placement_by_type.png
Bar = 20 um. Fill, decap, tap and diode cells in grey.
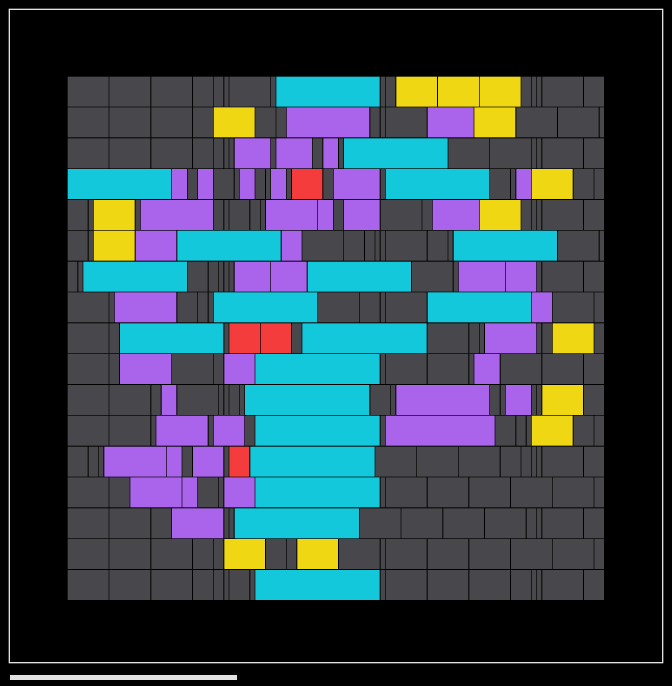
power_grid.png
Pins as bars on the die edge.
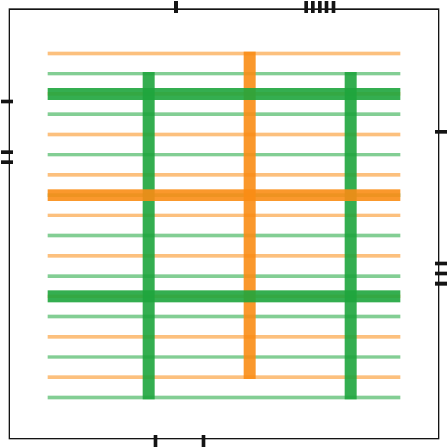
flops_by_reg.png
Other sequential cells in the stronger grey, the rest of the logic in the fainter grey.
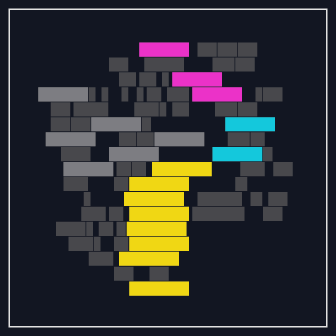
clocks.png
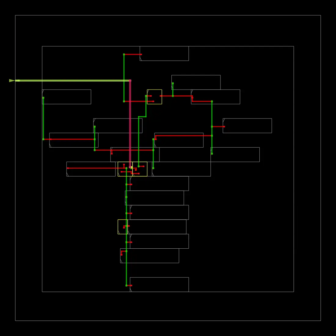
==> config.mk <==
export PLATFORM = sky130hd
export DESIGN_NAME = enc_event_fifo
export DESIGN_NICKNAME = d
export VERILOG_FILES = /design/src/rtl/enc_event_fifo.sv
export SDC_FILE = /design/constraint.sdc
export NUM_CORES = 1
export LEC_CHECK = 0
export CORE_MARGIN = 5
export CORE_UTILIZATION = 40
export CTS_CLUSTER_SIZE = 14
export DETAILED_ROUTE_END_ITERATION = 10
export GPL_TIMING_DRIVEN = 0
export PLACE_DENSITY = 0.63
export SYNTH_ARGS = -nofsm -noshare
export SYNTH_HDL_FRONTEND = slang
export SYNTH_SLANG_ARGS = --single-unit
==> constraint.sdc <==
create_clock -name clk -period 4.1 [get_ports clk]
set_clock_uncertainty 0.1 [all_clocks]
set_input_delay 0.41 -clock clk [delete_from_list [all_inputs] [get_ports clk]]
set_output_delay 0.41 -clock clk [all_outputs]
set_load 0.01 [all_outputs]
==> run notes <==
The synthesis and PnR run went through. The run finished with clean final reports. The final layout reports a setup TNS of 0 ps. Per the final report, the share of cell area in clock cells is 0.0249.

The type recorded for the worst min-delay path is input port to async pin. Number of ordinary inverters in the final layout landed at 6. On the worst path, the slowest cell contributes a delay of 560 ps. Max-slew violation total from the final report landed at 0.

Number of port buffers landed at 14. Power density normalized to cell area landed at 660 nW/um^2. Per the STA report, the cell with the highest stage delay on the worst path is mux4_1. Number of antenna-violating nets in the routed design landed at 0. Counting only logic cells after layout, the most numerous master is clkdlybuf4s50_1.

Number of distinct library cell variants in the gate-level netlist after synthesis landed at 23. In the setup report, the worst path falls into the class register to output pin. Signal arrival time at the worst endpoint landed at 1960 ps.

The design has 19 sequential cells. Post-synthesis chip area from yosys landed at 903 sq um. Per the final layout report, the fraction of cells sized above drive strength 1 comes to 0.192. The number of buffers and inverters on the critical path is 1. In the final layout, the fill cell count is 195.

Number of hold violations in the final report landed at 0. First-pass GRT wire length landed at 2.35 mm. Number of endpoints failing setup at the final stage landed at 0. Layout overhead on the synthesized area landed at 22.4%. First-pass iteration count of the detailed router landed at 4. Switching power as a share of total power landed at 0.322. Area fraction in mux cells landed at 0.112. The power report attributes to the clock group a share of 0.122.

Looking at area per cell type in the netlist, the leader is dfrtp_1. Summed over all combinational cells, the power is 328 uW. Per the detail_route report, routed wire per instance is 12.0 um.

The Yosys step of the flow raised 0 warnings. Deepest clock path buffer count landed at 2. STA classifies the critical path startpoint as a register.

Multi-input logic cell count landed at 35. Summing every instance area after synthesis gives 903 sq um. Counting flops with an async set or reset pin after synthesis yields a share of 0.579. After the last flow step, the layout net total stands at 92. Depth of the most critical reg-to-reg path landed at 8. The worst setup path is captured at an output pin.

Worst max-slew margin expressed relative to the limit landed at 0.666. Antenna diode instance count landed at 0. In the layout the commonest cells are clkdlybuf4s50_1 (14), dfrtp_1 (11), edfxtp_1 (8), inv_1 (6), ha_1 (6). The highest supply drop recorded on VDD is 0.383 mV.

Peak clock frequency supported by timing landed at 405 MHz. Across every metal layer, demand over resource in global routing totals 0.0929. Maximum number of pins on one net before global-route repair landed at 12. Static leakage landed at 0.000474 uW.

Required time at the worst-slack endpoint landed at 3590 ps. Total of flip-flops plus latches after synthesis landed at 19. Detailed routing inserted a total of 501 vias. Per the area breakdown, the dominant cell category is flip-flops and latches. Area share of the leading cell type in the synthesized netlist landed at 0.305. Of the total synthesized cell area, the portion taken by AND-OR and OR-AND cells is 0.0388. When the netlist entered floorplanning its net count stood at 73. The number of setup buffers added after CTS is 0. Overall routed net length landed at 1.28 mm. In this run, the number of DRC markers left after iteration 0 of detailed routing was 13.

Inserted tap cell count landed at 28. Share of synthesized cell area in full adder, half adder and majority cells landed at 0.105. Multi-input gate share of the layout cell area landed at 0.330. The number of global-route vias before repair came to 491.

Synthesized area per cell landed at 15.1 sq um. Area of the core region landed at 2190 sq um. Per the synth stats, the flop cell with the highest instance count is dfrtp_1.

Per STA, the worst path accumulates the most delay in the family multiplexers. The cell sitting at the root of the clock tree is a clkbuf_4. The overall die size recorded for this design is 3310 sq um. Clock sink count landed at 19.

TritonCTS built the clock tree. Of the synthesized area, sequential elements account for 0.571. Post-route period utilization is reported as 0.602.
## Picture notes: placement_by_type.png
- clock drivers and dummy loads: red (cells 4)
- combinational and other logic: purple (cells 41)
- sequential cells: cyan (cells 19)
- remaining buffers and delay cells: yellow (cells 14)
num rows: 17
Post-Layout Inst Area: 1110 sq um
Post-Route Utilization: 0.505
sequential fraction of total cell area: 0.466

## Picture notes: power_grid.png
- VDD: orange
- VSS: green
- met4 straps: 3
- rows: 17
- met1 rails: 18
- met5 straps: 3
- signal pins: 15
die outline width: 57.5 um
Die Span Y: 57.5 um

## Picture notes: flops_by_reg.png
- r_rd_ptr: cyan (sequential cells 2)
- r_mem: yellow (sequential cells 8)
- count: magenta (sequential cells 3)
- not coloured: 6
Flop+latch power: 313 uW
register area: 515 sq um

## Picture notes: clocks.png
P_clk: 88.8 uW
clock latency of the later-clocked register in the worst-skew pair: 290 ps
clock buffers created by TritonCTS: 3

metrics by stage:
stage                     hold slack [ps]  instance area [sq um]  setup slack (ps)  instances
after global routing                  360                   1110              1520        106
final                                 337                   1110              1630        106
after floorplan                      14.4                    903              1970         60
after CTS                             352                   1110              1610        106
after detailed placement              365                   1080              1420        102
after global placement                355                   1080              1450        102
cells in the mapped netlist (2+ instances only):
library cell and instances:
xnor2_1 3, inv_1 6, edfxtp_1 8, dfrtp_1 11, and2_1 2, xor2_1 2
ha_1 6, mux2_4 2, nor2_1 3, and2_2 4
routing by layer:
metal  global-route usage  vias to the layer above  routed length (um)
met5                    0                        -                   0
met3               0.0271                        2                  50
li1                     -                      246                   -
met2                0.140                        7                 626
met1                0.124                      246                 583
met4               0.0397                        0                  16
Power figures rest on the tool's default switching activity, not on a simulated workload.
